--- config.mk ---
export PLATFORM = sky130hd
export DESIGN_NAME = iob_uart_tx_arbiter
export DESIGN_NICKNAME = d
export VERILOG_FILES = /design/src/rtl/iob_uart_tx_arb_pkg.sv /design/src/rtl/iob_uart_rr_picker.sv /design/src/rtl/iob_uart_tx_arbiter.sv
export SDC_FILE = /design/constraint.sdc
export NUM_CORES = 1
export LEC_CHECK = 0
export ABC_AREA = 1
export CAP_MARGIN = 30
export CORE_MARGIN = 2
export CORE_UTILIZATION = 51
export DETAILED_ROUTE_END_ITERATION = 10
export HOLD_SLACK_MARGIN = 0.12
export PLACE_DENSITY = 0.82
export SKIP_CTS_REPAIR_TIMING = 1
export SLEW_MARGIN = 20
export SYNTH_ARGS = -nofsm -noshare
export SYNTH_HDL_FRONTEND = slang
export SYNTH_HIERARCHICAL = 1
export SYNTH_SLANG_ARGS = --single-unit
--- constraint.sdc ---
create_clock -name clk_i -period 4.38 [get_ports clk_i]
set_input_delay 0.876 -clock clk_i [delete_from_list [all_inputs] [get_ports clk_i]]
set_output_delay 0.876 -clock clk_i [all_outputs]
set_load 0.01 [all_outputs]
--- src/rtl/iob_uart_tx_arb_pkg.sv ---
// Shared state encoding and round-robin helper for the
// UART TX arbiter and its RX-side sibling distributors.
package iob_uart_tx_arb_pkg;

  localparam logic [1:0] ST_IDLE  = 2'd0;
  localparam logic [1:0] ST_SEND  = 2'd1;
  localparam logic [1:0] ST_ISSUE = 2'd2;
  localparam logic [1:0] ST_GUARD = 2'd3;

  typedef enum logic [1:0] {
    IDLE  = ST_IDLE,
    SEND  = ST_SEND,
    ISSUE = ST_ISSUE,
    GUARD = ST_GUARD
  } arb_state_e;

  localparam int RR_MAX = 8;

  // First set bit of req at or after ptr, wrapping within n entries.
  function automatic logic [RR_MAX-1:0] rr_pick(
    input logic [RR_MAX-1:0] req,
    input logic [2:0]        ptr,
    input logic [3:0]        n
  );
    logic [RR_MAX-1:0] gnt;
    logic              found;
    logic [3:0]        idx;
    gnt   = '0;
    found = 1'b0;
    for (int i = 0; i < RR_MAX; i++) begin
      idx = {1'b0, ptr} + 4'(i);
      if (idx >= n) idx = idx - n;
      if ((4'(i) < n) && !found && req[idx[2:0]]) begin
        gnt[idx[2:0]] = 1'b1;
        found         = 1'b1;
      end
    end
    return gnt;
  endfunction

endpackage

--- src/rtl/iob_uart_rr_picker.sv ---
// Combinational round-robin picker: one-hot grant from a
// request vector and a priority pointer.
module iob_uart_rr_picker
  import iob_uart_tx_arb_pkg::*;
#(
  parameter int N     = 4,
  parameter int PTR_W = 2
) (
  input  logic [N-1:0]     req_i,
  input  logic [PTR_W-1:0] ptr_i,
  output logic [N-1:0]     gnt_o
);

  logic [RR_MAX-1:0] req_pad;
  logic [RR_MAX-1:0] gnt_pad;
  logic [2:0]        ptr_pad;

  always_comb begin
    req_pad          = '0;
    req_pad[N-1:0]   = req_i;
    ptr_pad          = '0;
    ptr_pad[PTR_W-1:0] = ptr_i;
    gnt_pad          = rr_pick(req_pad, ptr_pad, 4'(N));
  end

  assign gnt_o = gnt_pad[N-1:0];

  if (N < RR_MAX) begin : g_pad
    logic unused_hi;
    assign unused_hi = |gnt_pad[RR_MAX-1:N];
  end

endmodule

--- src/rtl/iob_uart_tx_arbiter.sv ---
// Round-robin, packet-locked arbiter sharing one uart_core
// transmit path between N_REQ byte-stream producers.
module iob_uart_tx_arbiter
  import iob_uart_tx_arb_pkg::*;
#(
  parameter int N_REQ  = 4,
  parameter int DATA_W = 8,
  parameter int TMO_W  = 16
) (
  input  logic                    clk_i,
  input  logic                    rst_i,
  input  logic                    en_i,
  input  logic [TMO_W-1:0]        tmo_cycles_i,
  input  logic [N_REQ-1:0]        req_valid_i,
  input  logic [N_REQ*DATA_W-1:0] req_data_i,
  input  logic [N_REQ-1:0]        req_last_i,
  output logic [N_REQ-1:0]        req_ready_o,
  input  logic                    tx_ready_i,
  output logic [DATA_W-1:0]       tx_data_o,
  output logic                    tx_wen_o,
  output logic [N_REQ-1:0]        grant_o,
  output logic                    busy_o,
  output logic                    tmo_o
);

  localparam int PTR_W = $clog2(N_REQ);

  arb_state_e        state_q, state_d;
  logic [N_REQ-1:0]  grant_q, grant_d;
  logic [PTR_W-1:0]  ptr_q, ptr_d;
  logic [PTR_W-1:0]  gidx_q, gidx_d;
  logic [DATA_W-1:0] data_q, data_d;
  logic              last_q, last_d;
  logic              wen_q, wen_d;
  logic              tmo_q, tmo_d;
  logic [TMO_W-1:0]  cnt_q, cnt_d;

  logic [N_REQ-1:0]  pick;
  logic [PTR_W-1:0]  pick_idx;
  logic [PTR_W-1:0]  ptr_nxt;
  logic [DATA_W-1:0] g_data;
  logic              g_valid;
  logic              g_last;
  logic              can_take;
  logic              accept;
  logic [TMO_W-1:0]  cnt_inc;
  logic              cnt_hit;

  iob_uart_rr_picker #(
    .N     (N_REQ),
    .PTR_W (PTR_W)
  ) u_pick (
    .req_i (req_valid_i),
    .ptr_i (ptr_q),
    .gnt_o (pick)
  );

  always_comb begin
    pick_idx = '0;
    g_data   = '0;
    for (int i = 0; i < N_REQ; i++) begin
      if (pick[i]) pick_idx = PTR_W'(i);
      if (grant_q[i]) g_data = req_data_i[i*DATA_W +: DATA_W];
    end
  end

  assign g_valid  = |(req_valid_i & grant_q);
  assign g_last   = |(req_last_i & grant_q);
  assign can_take = (state_q == SEND) && en_i && tx_ready_i;
  assign accept   = can_take && g_valid;
  assign ptr_nxt  = (gidx_q == PTR_W'(N_REQ-1)) ? '0
                  : gidx_q + PTR_W'(1);
  assign cnt_inc  = (&cnt_q) ? cnt_q : cnt_q + TMO_W'(1);
  assign cnt_hit  = (tmo_cycles_i != '0)
                 && (cnt_inc >= tmo_cycles_i);

  always_comb begin
    state_d = state_q;
    grant_d = grant_q;
    ptr_d   = ptr_q;
    gidx_d  = gidx_q;
    data_d  = data_q;
    last_d  = last_q;
    cnt_d   = cnt_q;
    wen_d   = 1'b0;
    tmo_d   = 1'b0;
    unique case (state_q)
      IDLE: begin
        if (en_i && |req_valid_i) begin
          grant_d = pick;
          gidx_d  = pick_idx;
          cnt_d   = '0;
          state_d = SEND;
        end
      end
      SEND: begin
        if (accept) begin
          data_d  = g_data;
          last_d  = g_last;
          cnt_d   = '0;
          wen_d   = 1'b1;
          state_d = ISSUE;
        end else if (en_i && !g_valid) begin
          cnt_d = cnt_inc;
          if (cnt_hit) begin
            grant_d = '0;
            ptr_d   = ptr_nxt;
            cnt_d   = '0;
            tmo_d   = 1'b1;
            state_d = IDLE;
          end
        end
      end
      ISSUE: state_d = GUARD;
      GUARD: begin
        // uart_core drops tx_ready one cycle late; skip that cycle
        if (last_q) begin
          grant_d = '0;
          ptr_d   = ptr_nxt;
          state_d = IDLE;
        end else begin
          state_d = SEND;
        end
      end
      default: state_d = IDLE;
    endcase
  end

  always_ff @(posedge clk_i) begin
    if (rst_i) begin
      state_q <= IDLE;
      grant_q <= '0;
      ptr_q   <= '0;
      gidx_q  <= '0;
      data_q  <= '0;
      last_q  <= 1'b0;
      wen_q   <= 1'b0;
      tmo_q   <= 1'b0;
      cnt_q   <= '0;
    end else begin
      state_q <= state_d;
      grant_q <= grant_d;
      ptr_q   <= ptr_d;
      gidx_q  <= gidx_d;
      data_q  <= data_d;
      last_q  <= last_d;
      wen_q   <= wen_d;
      tmo_q   <= tmo_d;
      cnt_q   <= cnt_d;
    end
  end

  assign req_ready_o = can_take ? grant_q : '0;
  assign tx_data_o   = data_q;
  assign tx_wen_o    = wen_q;
  assign grant_o     = grant_q;
  assign busy_o      = |grant_q;
  assign tmo_o       = tmo_q;

endmodule

==> deck_impl_summary.md, run 1 <==
Implementation Results

Setup path
  • Setup crit start: cnt_q[0]$_SDFFE_PP0P_
  • Worst flop-to-flop path endpoint: cnt_q[13]$_SDFFE_PP0P_
  • Critical path capture point: cnt_q[13]$_SDFFE_PP0P_
  • Library cell appearing most often on the critical path: sky130_fd_sc_hd__nand2_1
  • FF-to-FF setup slack: 1160 ps
  • Crit path max-delay family: simple AND/OR/NAND/NOR gates
  • Crit. End Element: flop
  • Count of buffering cells on the critical path with inverters included: 1
  • Critical path type: reg2reg
  • List of cells traversed by the critical path: ha_1 > nand3_2 > nor3_4 > nand3_2 > mux2_4 > ha_1 > nand2_1 > nand2_1 > nand2_1 > nand2_1 > nand2_1 > nand2_1 > nand2_1 > nand2_1 > nand2_2 > nand3_1 > inv_2 > nand2_1 > a21oi_2
  • Cell with the largest stage delay on the worst path: sky130_fd_sc_hd__dfxtp_1
  • Critical path arrival: 3460 ps

Synth
  • Xor-xnor portion of the synthesized cell area: 3.28%
  • Cell type with the largest total area after synthesis: sky130_fd_sc_hd__dfxtp_1
  • Post-Syn Nets: 565
  • Async set or reset register ratio after synthesis: 0%
  • Yosys synthesis chip area: 3200 um^2
  • Area fraction in and, or, nand and nor cells after synthesis: 34.7%
  • Cell count listed in synth_stat.txt: 479
  • Sequential element share of the synthesized area: 23.1%
  • Seq cells post-synth: 37
  • Top cells by count, synth: sky130_fd_sc_hd__nand2_1, sky130_fd_sc_hd__inv_1, sky130_fd_sc_hd__a21oi_1
  • Area fraction in full adders, half adders and majority gates: 10.2%
  • Synthesized area per cell: 6.68 um^2
  • Post-synth area hogs: sky130_fd_sc_hd__dfxtp_1, sky130_fd_sc_hd__nand2_1, sky130_fd_sc_hd__ha_1, sky130_fd_sc_hd__inv_1, sky130_fd_sc_hd__a21oi_1

Detailed routing
  • Number of design rule violations left after detail routing: 0
  • Final antenna-violating net count: 0
  • Routed wl met3: 620 um
  • DR vias/cell: 5.46
  • Top layer used by detailed routing: met4
  • Met2 WL post-DR: 3860 um

Power and ir drop
  • Clock power share: 24.0%
  • Power attributed to the clock group: 0.315 mW
  • Peak ir drop on the vdd network: 0.000243 V
  • Biggest power consumer among the groups: combinational cells
  • Sequential Power: 0.440 mW
  • Power density over the cells: 320 nW/um^2
  • Comb pwr: 0.559 mW
  • Gate power share: 42.5%

Die
  • Number of well taps: 75
  • Overall chip area: 6930 um^2
  • Pre-placement core utilization: 53.4%
  • Overall die height: 83.2 um

Final layout
  • Share of layout cells above drive strength 1: 9.64%
  • Register cell area after layout: 741 um^2
  • Final cell area excluding filler cells: 4110 um^2
  • Signal buffers share of area: 19.0%
  • Most frequent logic cell in the layout: sky130_fd_sc_hd__nand2_1
  • Number of nets in the finished design: 635
  • Area taken by multi-input logic gates: 2130 um^2
  • Sequential share of cell area: 18.0%
  • Register name with the most flops: cnt_q
  • Most common logic cells in the final layout: sky130_fd_sc_hd__nand2_1, sky130_fd_sc_hd__clkdlybuf4s50_1, sky130_fd_sc_hd__inv_1, sky130_fd_sc_hd__a21oi_1, sky130_fd_sc_hd__dfxtp_1
  • Largest register FFs: 16
  • Fillers: 534
  • Antenna cells: 0
  • Number of clock buffers in the layout: 6

Global routing
  • Global-route wire length before repair: 14300 um
  • Largest net degree at the start of global routing: 32
  • Busiest layer in global routing: met2

STA
  • Max Clock Skew: 11.6 ps
  • Final cycle utilization of the critical path: 73.6%
  • Post-layout min period: 3220 ps
  • Worst-Margin Slew: 868 ps
  • Count of endpoints failing setup in the final report: 0
  • Fin Hold WS: 482 ps
  • Total count of max-transition violations in the final report: 0

Status
  • Result of the run: complete, no violations

Worst hold path
  • Worst-case hold path end point: cnt_q[5]$_SDFFE_PP0P_
  • Beginning of the worst hold path: cnt_q[5]$_SDFFE_PP0P_

Clock tree
  • Clock H-tree levels: 2
  • Number of buffers on the longest clock path: 2
  • Sinks on the clock net: 37

Place
  • Placement Cell Area: 3990 um^2
  • Cells after DPL: 617

Flow run
  • OpenROAD warnings: 33
### Met3 routing, run 1

Drawn at 6 px/um.
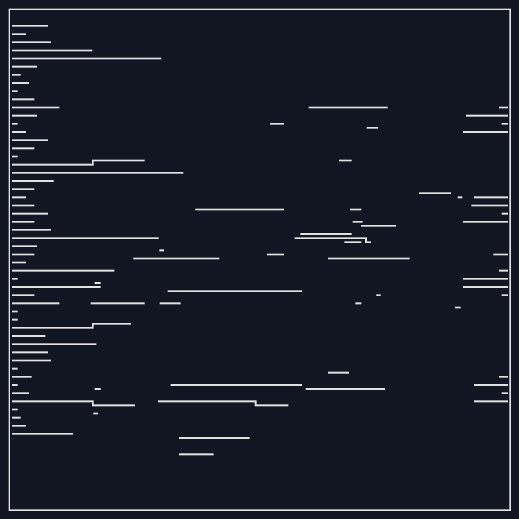
nets with wire on the layer: 87
longest straight run: 28.3 um
main direction: horizontal
DR vias: 3413
met3 usage: 6.86%
total detailed-routing wirelength: 8260 um

### Logic cells by family, run 1

Drawn at 3 px/um.
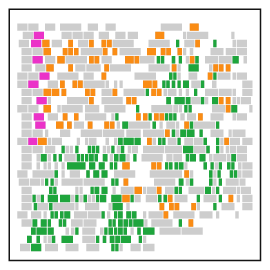
[non-inverting ao/oa cells] magenta | cells: 9 | most used: a221o_1
[aoi and oai cells] orange | cells: 86 | most used: a21oi_1
[nand cells] green | cells: 178 | most used: nand2_1
Finished Layout Cells: 625
multi-input gate share of the layout cell area: 51.8%

### Signal wires by layer, run 1

Drawn at 3 px/um.
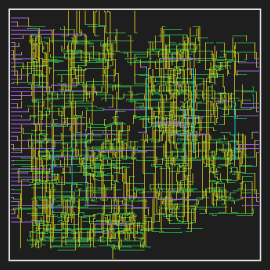
[metal 1] green | wire length: 3630 um
[metal 2] yellow | wire length: 3860 um
[metal 4] cyan | wire length: 148 um
[metal 3] purple | wire length: 621 um
global-route total usage across every layer: 24.2%
Wirelength per Cell: 13.2 um

### Clock wiring as the flow saved it, run 1

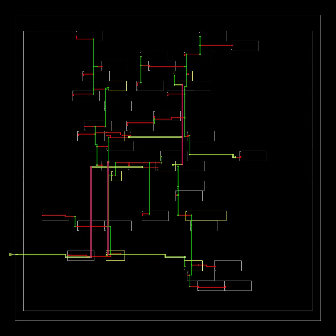

==> inputs of run 2 (changes only) <==
--- a/config.mk
+++ b/config.mk
@@ -8,10 +8,10 @@
 export ABC_AREA = 1
 export CAP_MARGIN = 30
 export CORE_MARGIN = 2
-export CORE_UTILIZATION = 51
+export CORE_UTILIZATION = 50
 export DETAILED_ROUTE_END_ITERATION = 10
 export HOLD_SLACK_MARGIN = 0.12
-export PLACE_DENSITY = 0.82
+export PLACE_DENSITY = 0.81
 export SKIP_CTS_REPAIR_TIMING = 1
 export SLEW_MARGIN = 20
 export SYNTH_ARGS = -nofsm -noshare
==> constraint.sdc (replaced) <==
create_clock -name clk_i -period 3.38 [get_ports clk_i]
set_input_delay 0.676 -clock clk_i [delete_from_list [all_inputs] [get_ports clk_i]]
set_output_delay 0.676 -clock clk_i [all_outputs]
set_load 0.01 [all_outputs]
### Clock wiring as the flow saved it, run 2

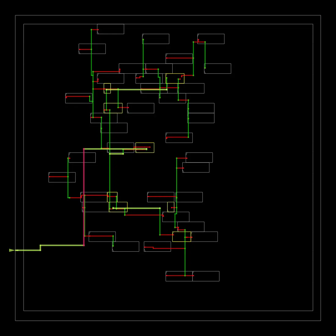
Inserted Clock Buffers: 5
seq_cells: 37
clock network latency to the later pin of the worst-skew pair: 290 ps
sinks on the clock net: 37

==> deck_impl_summary.md, run 2 <==
Implementation Results

Status
  • Result of the run: complete, no violations (unchanged)

Final layout
  • Antenna cells: 0 (unchanged)
  • Number of nets in the finished design: 635 (unchanged)
  • Share of layout cells above drive strength 1: 9.64% (unchanged)
  • Sequential share of cell area: 18.1% (was 18.0%)
  • Fillers: 589 (was 534)
  • Finished Layout Cells: 627 (was 625)
  • Register cell area after layout: 741 um^2 (unchanged)
  • Final cell area excluding filler cells: 4090 um^2 (was 4110 um^2)
  • Register name with the most flops: cnt_q (unchanged)
  • Most common logic cells in the final layout: sky130_fd_sc_hd__nand2_1, sky130_fd_sc_hd__clkdlybuf4s50_1, sky130_fd_sc_hd__inv_1, sky130_fd_sc_hd__a21oi_1, sky130_fd_sc_hd__dfxtp_1 (unchanged)
  • Multi-input gate share of the layout cell area: 52.2% (was 51.8%)
  • Signal buffers share of area: 19.1% (was 19.0%)
  • Most frequent logic cell in the layout: sky130_fd_sc_hd__nand2_1 (unchanged)

Detailed routing
  • DR vias: 3372 (was 3413)
  • Top layer used by detailed routing: met4 (unchanged)
  • Wirelength per Cell: 12.8 um (was 13.2 um)
  • Total detailed-routing wirelength: 8000 um (was 8260 um)
  • Routed wl met3: 502 um (was 620 um)
  • Number of design rule violations left after detail routing: 0 (unchanged)
  • Met2 WL post-DR: 3900 um (was 3860 um)
  • DR vias/cell: 5.38 (was 5.46)

Worst hold path
  • Beginning of the worst hold path: gidx_q[1]$_SDFFE_PP0P_ (was cnt_q[5]$_SDFFE_PP0P_)

Setup path
  • Count of buffering cells on the critical path with inverters included: 1 (unchanged)
  • Critical path capture point: cnt_q[13]$_SDFFE_PP0P_ (unchanged)
  • Critical Path Max Stage Delay: 410 ps (was 430 ps)
  • Worst flop-to-flop path endpoint: cnt_q[13]$_SDFFE_PP0P_ (unchanged)
  • Critical path type: reg2reg (unchanged)
  • Cell with the largest stage delay on the worst path: sky130_fd_sc_hd__dfxtp_1 (unchanged)
  • FF-to-FF setup slack: 310 ps (was 1160 ps)
  • Critical path arrival: 3290 ps (was 3460 ps)
  • Library cell appearing most often on the critical path: sky130_fd_sc_hd__nand2_1 (unchanged)
  • Crit path max-delay family: simple AND/OR/NAND/NOR gates (unchanged)

Synth
  • Synthesized area per cell: 6.68 um^2 (unchanged)
  • Async set or reset register ratio after synthesis: 0% (unchanged)
  • Area fraction in and, or, nand and nor cells after synthesis: 34.7% (unchanged)
  • Post-synthesis instance area: 3200 um^2 (unchanged)
  • Xor-xnor portion of the synthesized cell area: 3.28% (unchanged)
  • Top cells by count, synth: sky130_fd_sc_hd__nand2_1, sky130_fd_sc_hd__inv_1, sky130_fd_sc_hd__a21oi_1 (unchanged)
  • Area fraction in full adders, half adders and majority gates: 10.2% (unchanged)
  • Seq cells post-synth: 37 (unchanged)
  • Cell count listed in synth_stat.txt: 479 (unchanged)
  • Post-Syn Nets: 565 (unchanged)
  • Post-synth area hogs: sky130_fd_sc_hd__dfxtp_1, sky130_fd_sc_hd__nand2_1, sky130_fd_sc_hd__ha_1, sky130_fd_sc_hd__inv_1, sky130_fd_sc_hd__a21oi_1 (unchanged)
  • Yosys synthesis chip area: 3200 um^2 (unchanged)

STA
  • Fin Hold WS: 485 ps (was 482 ps)
  • Max Clock Skew: 5.03 ps (was 11.6 ps)
  • RSZ-0062 raised after global routing: no (unchanged)
  • Total count of max-transition violations in the final report: 0 (unchanged)
  • Count of endpoints failing setup in the final report: 0 (unchanged)
  • Worst-Margin Slew: 794 ps (was 868 ps)

Global routing
  • Met3 usage: 4.85% (was 6.86%)
  • Busiest layer in global routing: met2 (unchanged)
  • Largest net degree at the start of global routing: 32 (unchanged)
  • Global-route total usage across every layer: 22.7% (was 24.2%)
  • Global-route wire length before repair: 13500 um (was 14300 um)

Flow run
  • OpenROAD warnings: 33 (unchanged)

Power and ir drop
  • Power attributed to the clock group: 0.299 mW (was 0.315 mW)
  • Power density over the cells: 389 nW/um^2 (was 320 nW/um^2)
  • Clock power share: 18.8% (was 24.0%)
  • Biggest power consumer among the groups: combinational cells (unchanged)
  • Comb pwr: 0.724 mW (was 0.559 mW)
  • Gate power share: 45.5% (was 42.5%)
  • Sequential Power: 0.567 mW (was 0.440 mW)

Place
  • Total half-perimeter wirelength after legalization and detailed placement: 6370 um (was 6610 um)
  • Cells after DPL: 619 (was 617)

Die
  • Pre-placement core utilization: 51.0% (was 53.4%)
  • Number of well taps: 77 (was 75)
  • Overall chip area: 7060 um^2 (was 6930 um^2)
  • Overall die height: 84.0 um (was 83.2 um)

Clock tree
  • Number of buffers on the longest clock path: 2 (unchanged)
Power figures rest on the tool's default switching activity, not on a simulated workload.
